==> run_1/clock_map.png <==
The bar under the picture is 50 um long.
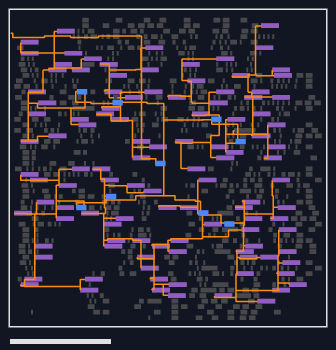
==> run_1/final_placement.png <==
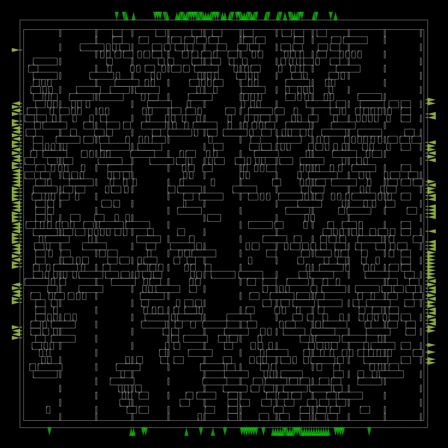
==> run_1/cell_classes.png <==
The bar under the picture is 50 um long.
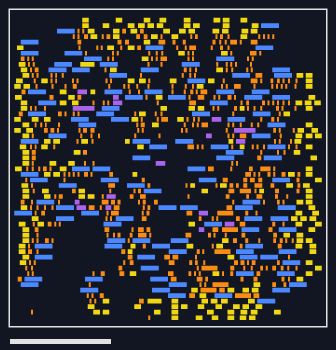
==> run_1/gate_families.png <==
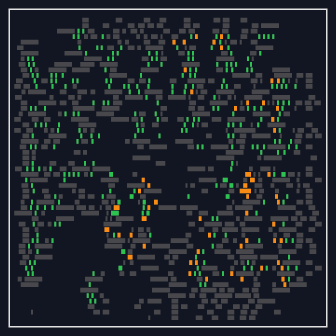
## src/rtl/lsu_pkg.sv

```systemverilog
// Shared definitions for the load/store unit: size encodings, FSM states,
// default timeout and the misalignment predicate.
package lsu_pkg;

  localparam logic [1:0] SZ_BYTE = 2'b00;
  localparam logic [1:0] SZ_HALF = 2'b01;
  localparam logic [1:0] SZ_WORD = 2'b10;

  localparam int DEFAULT_TIMEOUT_CYC = 64;

  typedef enum logic [1:0] {
    IDLE = 2'd0,
    REQ  = 2'd1,
    DONE = 2'd2
  } lsu_state_e;

  // Size 2'b11 is handled as a word access everywhere.
  function automatic logic is_misaligned(input logic [1:0] sz, input logic [1:0] off);
    case (sz)
      SZ_BYTE: return 1'b0;
      SZ_HALF: return off[0];
      default: return (off != 2'b00);
    endcase
  endfunction

endpackage

```

## src/rtl/lsu_lane_align.sv

```systemverilog
// Byte-lane steering: byte enables and replicated write data for stores,
// lane extraction plus sign/zero extension for loads.
module lsu_lane_align
  import lsu_pkg::*;
#(
  parameter int DATA_W = 32
) (
  input  logic [1:0]        size,
  input  logic              sign_ext,
  input  logic [1:0]        byte_off,
  input  logic [DATA_W-1:0] store_data,
  input  logic [DATA_W-1:0] rdata,
  output logic [3:0]        be,
  output logic [DATA_W-1:0] wdata,
  output logic [DATA_W-1:0] load_data
);

  logic [1:0]        eff_off;
  logic [DATA_W-1:0] shifted;

  // Low address bits that a half/word access cannot use are ignored here.
  always_comb begin
    eff_off = 2'b00;
    be      = 4'b1111;
    case (size)
      SZ_BYTE: begin
        eff_off = byte_off;
        be      = 4'b0001 << byte_off;
      end
      SZ_HALF: begin
        eff_off = {byte_off[1], 1'b0};
        be      = 4'b0011 << {byte_off[1], 1'b0};
      end
      default: begin
        eff_off = 2'b00;
        be      = 4'b1111;
      end
    endcase
  end

  genvar gi;
  generate
    for (gi = 0; gi < 4; gi++) begin : g_lane
      assign wdata[gi*8 +: 8] = (size == SZ_BYTE) ? store_data[7:0] :
                                (size == SZ_HALF) ? store_data[(gi%2)*8 +: 8] :
                                                    store_data[gi*8 +: 8];
    end
  endgenerate

  assign shifted = rdata >> {eff_off, 3'b000};

  always_comb begin
    load_data = shifted;
    case (size)
      SZ_BYTE: load_data = {{24{sign_ext & shifted[7]}}, shifted[7:0]};
      SZ_HALF: load_data = {{16{sign_ext & shifted[15]}}, shifted[15:0]};
      default: load_data = shifted;
    endcase
  end

endmodule

```

## src/rtl/load_store_unit.sv

```systemverilog
// Data-memory access unit: one load/store per start over a req/ready handshake
// with timeout. Define MISALIGN_TRAP_EN to trap misaligned accesses instead of truncating.
module load_store_unit
  import lsu_pkg::*;
#(
  parameter int DATA_W      = 32,
  parameter int ADDR_W      = 32,
  parameter int TIMEOUT_CYC = DEFAULT_TIMEOUT_CYC
) (
  input  logic              clk,
  input  logic              reset,
  input  logic              start,
  input  logic              is_store,
  input  logic [1:0]        size,
  input  logic              sign_ext,
  input  logic [ADDR_W-1:0] addr,
  input  logic [DATA_W-1:0] store_data,
  output logic              busy,
  output logic              done,
  output logic [DATA_W-1:0] load_data,
  output logic              err,
  output logic              mem_req,
  output logic              mem_we,
  output logic [ADDR_W-1:0] mem_addr,
  output logic [3:0]        mem_be,
  output logic [DATA_W-1:0] mem_wdata,
  input  logic              mem_ready,
  input  logic [DATA_W-1:0] mem_rdata
);

  localparam logic [7:0] CNT_LAST = 8'(TIMEOUT_CYC - 1);

  lsu_state_e        state_reg, state_next;
  logic              is_store_reg, is_store_next;
  logic [1:0]        size_reg, size_next;
  logic              sign_ext_reg, sign_ext_next;
  logic [ADDR_W-1:0] addr_reg, addr_next;
  logic [DATA_W-1:0] store_data_reg, store_data_next;
  logic [7:0]        cnt_reg, cnt_next;
  logic [DATA_W-1:0] load_data_reg, load_data_next;
  logic              err_reg, err_next;

  logic [3:0]        lane_be;
  logic [DATA_W-1:0] lane_wdata;
  logic [DATA_W-1:0] lane_load;
  logic              trap;

`ifdef MISALIGN_TRAP_EN
  assign trap = is_misaligned(size, addr[1:0]);
`else
  assign trap = 1'b0;
`endif

  lsu_lane_align #(.DATA_W(DATA_W)) u_align (
    .size      (size_reg),
    .sign_ext  (sign_ext_reg),
    .byte_off  (addr_reg[1:0]),
    .store_data(store_data_reg),
    .rdata     (mem_rdata),
    .be        (lane_be),
    .wdata     (lane_wdata),
    .load_data (lane_load)
  );

  always_ff @(posedge clk or posedge reset) begin
    if (reset) begin
      state_reg      <= IDLE;
      is_store_reg   <= 1'b0;
      size_reg       <= 2'b00;
      sign_ext_reg   <= 1'b0;
      addr_reg       <= '0;
      store_data_reg <= '0;
      cnt_reg        <= '0;
      load_data_reg  <= '0;
      err_reg        <= 1'b0;
    end else begin
      state_reg      <= state_next;
      is_store_reg   <= is_store_next;
      size_reg       <= size_next;
      sign_ext_reg   <= sign_ext_next;
      addr_reg       <= addr_next;
      store_data_reg <= store_data_next;
      cnt_reg        <= cnt_next;
      load_data_reg  <= load_data_next;
      err_reg        <= err_next;
    end
  end

  always_comb begin
    state_next      = state_reg;
    is_store_next   = is_store_reg;
    size_next       = size_reg;
    sign_ext_next   = sign_ext_reg;
    addr_next       = addr_reg;
    store_data_next = store_data_reg;
    cnt_next        = cnt_reg;
    load_data_next  = load_data_reg;
    err_next        = err_reg;
    case (state_reg)
      IDLE: begin
        if (start) begin
          is_store_next   = is_store;
          size_next       = size;
          sign_ext_next   = sign_ext;
          addr_next       = addr;
          store_data_next = store_data;
          cnt_next        = '0;
          load_data_next  = '0;
          err_next        = trap;
          state_next      = trap ? DONE : REQ;
        end
      end
      REQ: begin
        cnt_next = cnt_reg + 8'd1;
        if (mem_ready) begin
          if (!is_store_reg) load_data_next = lane_load;
          state_next = DONE;
        end else if (cnt_reg == CNT_LAST) begin
          err_next       = 1'b1;
          load_data_next = '0;
          state_next     = DONE;
        end
      end
      DONE:    state_next = IDLE;
      default: state_next = IDLE;
    endcase
  end

  // Memory-side outputs are forced to zero outside REQ so nothing stale leaks.
  assign busy      = (state_reg == REQ);
  assign done      = (state_reg == DONE);
  assign mem_req   = busy;
  assign mem_we    = mem_req & is_store_reg;
  assign mem_addr  = mem_req ? {addr_reg[ADDR_W-1:2], 2'b00} : '0;
  assign mem_be    = mem_req ? lane_be : 4'b0000;
  assign mem_wdata = mem_req ? lane_wdata : '0;
  assign load_data = load_data_reg;
  assign err       = err_reg;

endmodule

```

## config.mk

```make
export PLATFORM = sky130hd
export DESIGN_NAME = load_store_unit
export DESIGN_NICKNAME = d
export VERILOG_FILES = /design/src/rtl/lsu_pkg.sv /design/src/rtl/lsu_lane_align.sv /design/src/rtl/load_store_unit.sv
export SDC_FILE = /design/constraint.sdc
export NUM_CORES = 1
export LEC_CHECK = 0
export CELL_PAD_IN_SITES_DETAIL_PLACEMENT = 1
export CELL_PAD_IN_SITES_GLOBAL_PLACEMENT = 2
export CORE_UTILIZATION = 23
export CTS_BUF_LIST = sky130_fd_sc_hd__clkbuf_4 sky130_fd_sc_hd__clkbuf_8
export CTS_CLUSTER_SIZE = 20
export DETAILED_ROUTE_END_ITERATION = 10
export GPL_ROUTABILITY_DRIVEN = 0
export PLACE_DENSITY_LB_ADDON = 0.25
export SLEW_MARGIN = 0
export SYNTH_ARGS = -nofsm -noshare
export SYNTH_HDL_FRONTEND = slang
export SYNTH_SLANG_ARGS = --single-unit
```

## constraint.sdc

```tcl
create_clock -name clk -period 3.5 [get_ports clk]
set_input_delay 0.7 -clock clk [delete_from_list [all_inputs] [get_ports clk]]
set_output_delay 0.7 -clock clk [all_outputs]
set_load 0.005 [all_outputs]
```

==> run_results.csv, run 1 <==
group,metric,value,unit
cts,path_clk_slew,0.11,ns
synthesis,synth.cell_area,5450,sq um
status,status,"complete, no violations",
synthesis,cells_yosys,641,
cts,clk_latency,0.40,ns
placement,hpwl,14000,um
synthesis,post-synth-top-area-cell,"sky130_fd_sc_hd__dfrtp_1",
route,ant_nets,0,
synthesis,synthSimpleGateAreaFrac,29.8,%
hold_path,hold_path.class,"reg -> reg",
floorplan,io_pins,209,
cts,hold_buffers_post_cts,0,
critical_path,critical_path_required,2.80,ns
flow_run,maxCapViolCount,0,
sta,max_slew_margin,56.2,%
route,first_pass_iters,4,
synthesis,yosys_warn_count,0,
sta,layout_worst_path_cycle_share,92.9,%
cells_and_area,mostFrequentLayoutCell,"sky130_fd_sc_hd__nand2_1",
route,detail_route.wl_per_cell,17.0,um
route,detail_route.iter0.violations,216,
route,drc_violations_left,0,
synthesis,synthAoiAreaFrac,8.60,%
critical_path,timing.critical_path.fanout_max,35,
cells_and_area,most_frequent_cells_in_the_layout,"sky130_fd_sc_hd__nand2_1, sky130_fd_sc_hd__clkdlybuf4s50_1, sky130_fd_sc_hd__dfrtp_1",
floorplan,fp.dieArea,24300,sq um
cts,clk_buf_depth,2,
synthesis,yosysUniqueCellTypes,38,
synthesis,postSynthRegisterBits,111,
synthesis,synth-area-yosys,5450,sq um
route,vias,5071,
floorplan,die.size.x,156,um
power,powerDensity,683,nW/um^2
sta,slew_viol_final,0,
-- clock_map.png (at the start) --
Orange marks clock wires, length 1690 um. Blue marks cells driving clock nets, count 9. Purple marks flip-flops, count 111.
Position of the flops: all over the die.
final setup skew: 0.0198 ns
portion of total power attributed to the clock network: 16.5%

-- final_placement.png (at the start) --
Seq cells: 111
proportion of cell area occupied by registers: 34.4%
std cell rows: 55
Floorplan Core Area: 22900 sq um
tapcell count: 313

-- cell_classes.png (at the start) --
Purple marks clock drivers and dummy loads, cells 16, share of their area 2.9%. Orange marks all other logic, cells 488, share of their area 33%. Blue marks flops, cells 111, share of their area 36%. Yellow marks other buffers and delay cells, cells 218, share of their area 28%.
total non-filler cell area in the finished layout: 8090 sq um
Util after Layout: 35.3%

-- gate_families.png (at the start) --
Orange marks inverting AOI/OAI gates, cells 56. Green marks NAND gates, cells 272, where all over the die.

-- run 1: power breakdown --
| group | internal, mW | switching [mW] |
|---|---|---|
| clock network | 0.412 | 0.497 |
| logic | 1.29 | 1.18 |
| registers | 1.75 | 0.391 |
-- run 1: worst max-delay path: stages, from the launching register on --
cell	delay (ns)
sky130_fd_sc_hd__dfrtp_2	0.63
sky130_fd_sc_hd__nor2_1	0.40
sky130_fd_sc_hd__buf_4	0.25
sky130_fd_sc_hd__nand2_1	0.07
sky130_fd_sc_hd__a21oi_1	0.24
sky130_fd_sc_hd__clkdlybuf4s50_1	0.56
-- run 1: stage by stage --
step	util (%)	setup WS [ns]	instances	hold slack (ns)	instance area (sq um)
after floorplan	-	1.46	642	0.437	5460
after global placement	34.3	0.782	1130	0.449	7860
after detailed placement	34.3	0.700	1130	0.457	7860
after CTS	35.3	0.227	1146	0.487	8080
after global routing	35.3	0.107	1147	0.512	8090
final	35.3	0.249	1147	0.484	8090
-- run 1: cell families (layout without fill, tap and decap cells) --
group	Yosys count	in the layout
adders and majority gates	1	1
DFF	111	111
buffers and inverters	46	237
other	1	3
xor gates and xnor gates	1	1
muxes	27	27
AOI/OAI and AO/OA	74	74
and+or+nand+nor	380	380
-- run 1: worst paths after layout --
path                              start       endpoint  slack [ns]  cells after the start
max reg2reg                 size_reg[0]  load_data[19]        0.99                      6
max                         size_reg[1]  mem_wdata[11]        0.25                      5
min                        addr_reg[30]   addr_reg[30]        0.48                      2
min reg2reg                addr_reg[30]   addr_reg[30]        0.48                      2
min in group asynchronous         reset   addr_reg[26]        0.82                      3
max in group asynchronous         reset    size_reg[1]        2.18                      3
-- run 1: Yosys cell counts, types with 2 or more instances --
cell                       number
sky130_fd_sc_hd__a211o_1        8
sky130_fd_sc_hd__a21oi_1       23
sky130_fd_sc_hd__a22o_1        10
sky130_fd_sc_hd__a31oi_1        2
sky130_fd_sc_hd__and2_1        41
sky130_fd_sc_hd__and3_1         3
sky130_fd_sc_hd__buf_1          7
sky130_fd_sc_hd__buf_2          4
sky130_fd_sc_hd__buf_4          3
sky130_fd_sc_hd__clkbuf_1      28
sky130_fd_sc_hd__dfrtp_1      111
sky130_fd_sc_hd__inv_1          3
sky130_fd_sc_hd__mux2i_1       18
sky130_fd_sc_hd__mux4_2         7
sky130_fd_sc_hd__nand2_1      261
sky130_fd_sc_hd__nand2b_1       5
sky130_fd_sc_hd__nand3_1        3
sky130_fd_sc_hd__nor2_1        38
sky130_fd_sc_hd__nor2b_1       19
sky130_fd_sc_hd__nor3_1         5
sky130_fd_sc_hd__o21ai_0       24
sky130_fd_sc_hd__o31ai_1        2
-- run 1: final cells by class --
type                       instances  area [sq um]
timing repair buffer             218          2180
sequential                       111          2780
tap                              313           392
clock inverter                     7           103
multi-input combinational        485          2490
inverter                           3          15.0
clock buffer                       9           124
antenna                            1          2.50
fill                            2656         14800
-- run 1: per-layer routing --
| layer | part of all wire (%) | global-route usage, % | vias to the layer above |
|---|---|---|---|
| met5 | 0 | 0 | - |
| met4 | 1.1 | 4.01 | 0 |
| met3 | 6.8 | 5.19 | 12 |
| met2 | 47 | 26.8 | 149 |
| met1 | 45 | 21.3 | 2481 |
| li1 | - | - | 2429 |
==> run 2: changes to the inputs <==
--- a/config.mk
+++ b/config.mk
@@ -5,9 +5,10 @@
 export SDC_FILE = /design/constraint.sdc
 export NUM_CORES = 1
 export LEC_CHECK = 0
+export ABC_AREA = 1
 export CELL_PAD_IN_SITES_DETAIL_PLACEMENT = 1
 export CELL_PAD_IN_SITES_GLOBAL_PLACEMENT = 2
-export CORE_UTILIZATION = 23
+export CORE_UTILIZATION = 22
 export CTS_BUF_LIST = sky130_fd_sc_hd__clkbuf_4 sky130_fd_sc_hd__clkbuf_8
 export CTS_CLUSTER_SIZE = 20
 export DETAILED_ROUTE_END_ITERATION = 10
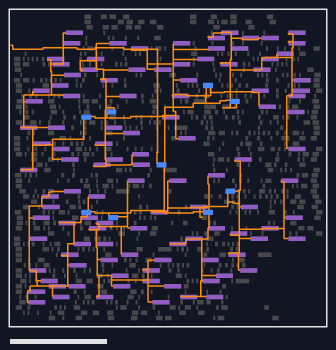
(run_2/clock_map.png)
The bar under the picture is 50 um long.
Orange marks clock wires, length 1790 um. Blue marks cells driving clock nets, count 9. Purple marks flip-flops, count 111.
There are 10 routed clock nets. Position of the flops: all over the die.
clock insertion delay at the later pin of the skew report: 0.39 ns
clock-net power: 0.768 mW
final setup skew: 0.0120 ns
portion of total power attributed to the clock network: 12.0%

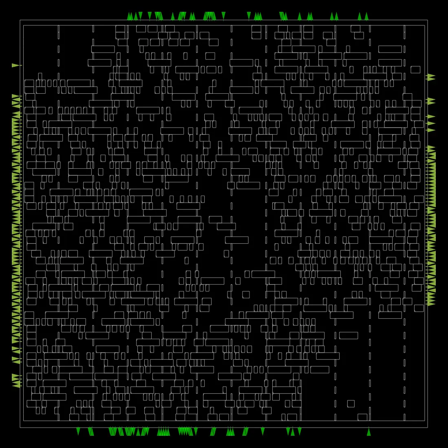
(run_2/final_placement.png)
proportion of cell area occupied by registers: 33.7%
std cell rows: 58
Filler Cell Count: 3089

==> run_results.csv, run 2 <==
group,metric,value,unit
flow_run,maxCapViolCount,0,
route,met3_wl,1860,um
cts,hold_buffers_post_cts,0,
critical_path,critical_path_required,2.80,ns
critical_path,reg2reg_setup_slack,1.04,ns
route,drc_violations_left,0,
cells_and_area,layout.cells.non_filler,1292,
synthesis,synth.cell_area,5680,sq um
status,status,"complete, no violations",
floorplan,fp.dieArea,26400,sq um
synthesis,yosys_warn_count,0,
route,top_signal_layer_used,"met4",
critical_path,crit_path_cell_trace,"inv_1 -> nand2_1 -> o21ai_0 -> o21ai_0 -> inv_1 -> clkdlybuf4s50_1",
cts,path_clk_slew,0.11,ns
power,powerDensity,773,nW/um^2
critical_path,setup.worst_path.start,"size_reg[1]",
synthesis,postSynthRegisterBits,111,
route,detail_route.wirelength.met1,9140,um
floorplan,io_pins,209,
critical_path,timing.critical_path.fanout_max,11,
floorplan,floorplan.core_area,25300,sq um
route,ant_nets,0,
synthesis,synth.most_common_cell,"sky130_fd_sc_hd__nand2_1",
synthesis,post-synth-top-area-cell,"sky130_fd_sc_hd__dfrtp_1",
synthesis,netlist_top_cells_count,"sky130_fd_sc_hd__nand2_1, sky130_fd_sc_hd__dfrtp_1, sky130_fd_sc_hd__inv_1, sky130_fd_sc_hd__o21ai_0, sky130_fd_sc_hd__nor2_1",
cells_and_area,most_frequent_cells_in_the_layout,"sky130_fd_sc_hd__nand2_1, sky130_fd_sc_hd__clkdlybuf4s50_1, sky130_fd_sc_hd__dfrtp_1",
critical_path,crit_family,"buffers and inverters",
sta,slew_viol_final,0,
sta,layout_worst_path_cycle_share,90.7,%
critical_path,crit_path_max_incr_delay,0.56,ns
synthesis,yosysUniqueCellTypes,31,
critical_path,reg2reg_from,"size_reg[1]",
cts,clk_buf_depth,2,
route,detail_route.wl_per_cell,15.9,um
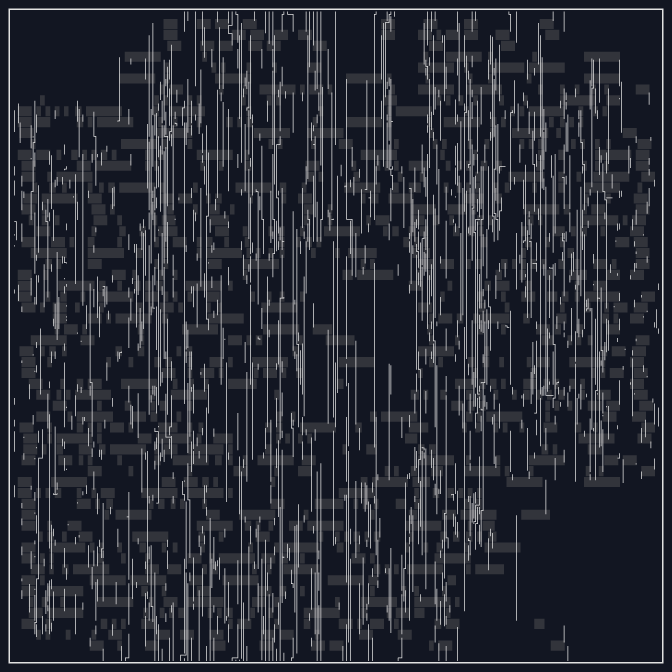
(run_2/met2.png)
The wires run mostly vertical. The longest straight run is 70.7 um. The layer holds 46% of the routed length.

-- run 2: logic make-up after synthesis --
kind of cell               share of synthesized area (%)
AOI/OAI and AO/OA                                   12.1
adders and majority gates                          0.220
other                                             0.0661
xor gates and xnor gates                           0.309
buffers and inverters                               10.5
DFF                                                 48.9
and+or+nand+nor                                     27.8
-- run 2: metrics by stage --
stage          total power [mW]  hold WS [ns]  instance area (sq um)
6_report                   6.37         0.488                   8240
5_1_grt                    7.00         0.511                   8230
4_1_cts                    6.56         0.496                   8230
3_5_place_dp               5.74         0.467                   8050
3_3_place_gp               5.70         0.461                   8050
2_1_floorplan              4.02         0.444                   5680
-- run 2: layout make-up --
class                   count  area (sq um)  area share (%)
flip-flops and latches    111          2780            33.7
multi-input cells         522          2300            28.0
repair buffers            216          2200            26.7
well taps                 330           413            5.01
inverters                  94           358            4.34
clock buffers              10           138            1.67
clock inverters             6          43.8           0.531
diodes                      3          7.51          0.0911
-- run 2: worst min-delay path, cell delays in order (launching register included) --
cell                      delay (ns)
sky130_fd_sc_hd__dfrtp_1        0.36
sky130_fd_sc_hd__nand2_1        0.06
sky130_fd_sc_hd__nand2_1        0.05
-- run 2: layer usage --
layer | track usage, % | up-vias
li1 | - | 2737
met1 | 20.7 | 2543
met2 | 25.5 | 152
met3 | 6.42 | 5
met4 | 2.29 | 0
met5 | 0 | -
-- run 2: final timing paths --
kind	endpoint	depth (start not counted)
hold reg to reg	store_data_reg[23]	2
min in group asynchronous	err	2
setup / recovery	mem_wdata[27]	6
hold / removal	store_data_reg[23]	2
max in group asynchronous	store_data_reg[6]	3
setup reg to reg	load_data[28]	7
-- run 2: power breakdown --
group          total [mW]  internal (mW)  leakage (nW)  switching (mW)
registers            2.22           1.86          1.42           0.354
clock network       0.768          0.282        0.0927           0.485
logic                3.39           1.51          2.39            1.88
total                6.37           3.66          3.91            2.71
==> run 3: changes to the inputs <==
--- a/config.mk
+++ b/config.mk
@@ -14,7 +14,6 @@
 export DETAILED_ROUTE_END_ITERATION = 10
 export GPL_ROUTABILITY_DRIVEN = 0
 export PLACE_DENSITY_LB_ADDON = 0.25
-export SLEW_MARGIN = 0
 export SYNTH_ARGS = -nofsm -noshare
 export SYNTH_HDL_FRONTEND = slang
 export SYNTH_SLANG_ARGS = --single-unit
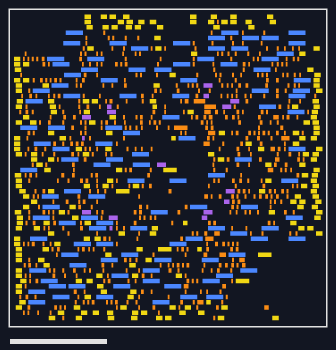
(run_3/cell_classes.png)
The bar under the picture is 50 um long.
Purple marks clock drivers and dummy loads, cells 16, share of their area 2.3%. Orange marks all other logic, cells 616, share of their area 34%. Yellow marks other buffers and delay cells, cells 216, share of their area 28%. Blue marks flops, cells 111, share of their area 36%.

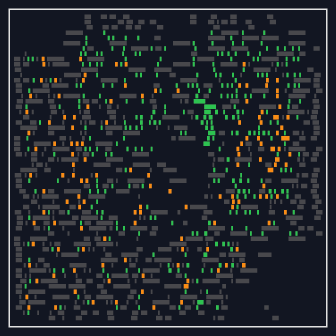
(run_3/gate_families.png)
Green marks NAND gates, cells 316, where all over the die. Orange marks inverting AOI/OAI gates, cells 133, where all over the die.

==> run_results.csv, run 3 <==
group,metric,value,unit
status,status,"complete, no violations",
cells_and_area,fillerInstances,3089,
synthesis,yosys_warn_count,0,
flow_run,maxCapViolCount,0,
global_routing,antenna_found_initial,1,
placement,dp_worst_setup_slack,0.717,ns
cells_and_area,final_nets,1059,
critical_path,timing.critical_path.fanout_max,11,
power,share_seq_of_total_power,34.8,%
route,detail_route.wl_per_cell,15.9,um
cts,clk_latency,0.39,ns
power,switch_share,42.6,%
synthesis,netlist_top_cells_count,"sky130_fd_sc_hd__nand2_1, sky130_fd_sc_hd__dfrtp_1, sky130_fd_sc_hd__inv_1, sky130_fd_sc_hd__o21ai_0, sky130_fd_sc_hd__nor2_1",
power,clockPowerShare,12.0,%
synthesis,synthSimpleGateAreaFrac,27.8,%
sta,worst_clock_skew,0.0120,ns
sta,layout_worst_path_cycle_share,90.7,%
power,power.share.combinational,53.2,%
floorplan,fp.dieArea,26400,sq um
cells_and_area,most_frequent_cells_in_the_layout,"sky130_fd_sc_hd__nand2_1, sky130_fd_sc_hd__clkdlybuf4s50_1, sky130_fd_sc_hd__dfrtp_1",
synthesis,yosysUniqueCellTypes,31,
route,wirelength,20600,um
sta,slew_viol_final,0,
power,powerDensity,773,nW/um^2
cells_and_area,area.growth.synth_to_final,45.2,%
synthesis,synth_adder_area_share,0.220,%
floorplan,rows,58,
synthesis,postSynthRegisterBits,111,
synthesis,synth.cell_area,5680,sq um
cts,hold_buffers_post_cts,0,
cts,path_clk_slew,0.11,ns
route,drc_violations_left,0,
synthesis,post-synth-top-area-cell,"sky130_fd_sc_hd__dfrtp_1",
synthesis,synthAoiAreaFrac,12.1,%
synthesis,logic_family,"simple AND/OR/NAND/NOR gates",
synthesis,synth-xor-area-share,0.309,%
floorplan,io_pins,209,
synthesis,mux_share,0,%
power,net-switching-power,2.71,mW
global_routing,grt_usage,16.0,%
critical_path,reg2reg_setup_slack,1.04,ns
critical_path,timing.critical_path.to_type,"primary output",
power,intPower,3.66,mW
route,ant_nets,0,
cts,clk_buf_depth,2,
global_routing,wire_length_of_the_first_global_routing_pass,32500,um
critical_path,critical_path_required,2.80,ns
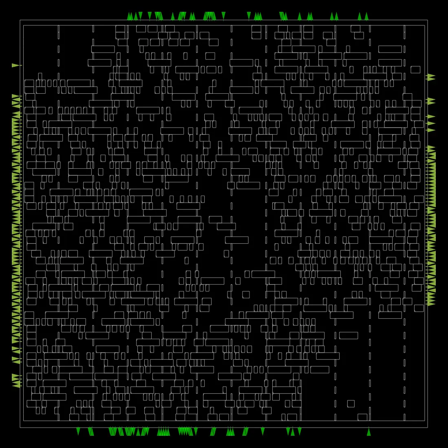
(run_3/final_placement.png)
final cell count without fillers: 1292
tapcell count: 330
Util after Layout: 32.6%
Floorplan Core Area: 25300 sq um

-- run 3: critical path: stages (launching register included) --
cell and delay (ns):
sky130_fd_sc_hd__dfrtp_1 0.56, sky130_fd_sc_hd__inv_1 0.34, sky130_fd_sc_hd__nand2_1 0.27, sky130_fd_sc_hd__o21ai_0 0.23
sky130_fd_sc_hd__o21ai_0 0.11, sky130_fd_sc_hd__inv_1 0.07, sky130_fd_sc_hd__clkdlybuf4s50_1 0.51
-- run 3: cells by family after synthesis --
logic type	count (synthesis)
adder cells (fa/ha/maj)	1
AND/OR/NAND/NOR	384
other	1
flip-flops	111
XOR/XNOR	2
AND-OR/OR-AND	133
buffers and inverters	139
-- run 3: path summary, 6_finish.rpt --
path,end,cells past startpoint,startpoint
max reg2reg,load_data[28],7,size_reg[1]
max in group asynchronous,store_data_reg[6],3,reset
min in group asynchronous,err,2,reset
min,store_data_reg[23],2,store_data_reg[23]
min reg2reg,store_data_reg[23],2,store_data_reg[23]
max,mem_wdata[27],6,size_reg[1]
-- run 3: layout make-up --
cell class                      instances  area (sq um)  area share, %
Antenna cell                            3          7.51         0.0911
Clock buffer                           10           138           1.67
Clock inverter                          6          43.8          0.531
Inverter                               94           358           4.34
Multi-Input combinational cell        522          2300           28.0
Sequential cell                       111          2780           33.7
Tap cell                              330           413           5.01
Timing Repair Buffer                  216          2200           26.7
-- run 3: stage by stage --
stage                     utilization [%]  hold slack, ns  total power, mW  instance area [sq um]  std cells
after global routing                 32.6           0.511             7.00                   8230       1289
after floorplan                         -           0.444             4.02                   5680        772
final                                32.6           0.488             6.37                   8240       1292
after detailed placement             31.9           0.467             5.74                   8050       1273
after CTS                            32.6           0.496             6.56                   8230       1289
after global placement               31.9           0.461             5.70                   8050       1273
-- run 3: power groups by stage --
stage | combinational (mW) | sequential [mW] | clock [mW]
floorplan | 1.88 | 2.14 | 0
detailed placement | 3.49 | 2.25 | 0
global route | 3.84 | 2.30 | 0.863
finish | 3.39 | 2.22 | 0.768
global placement | 3.47 | 2.23 | 0
CTS | 3.51 | 2.23 | 0.826
-- run 3: routing by layer --
layer  global-route usage, %  vias up  part of all wire (%)
li1                        -     2737                     -
met1                    20.7     2543                    44
met4                    2.29        0                  0.40
met3                    6.42        5                   9.0
met5                       0        -                     0
met2                    25.5      152                    46
Power and IR drop assume default switching activity.
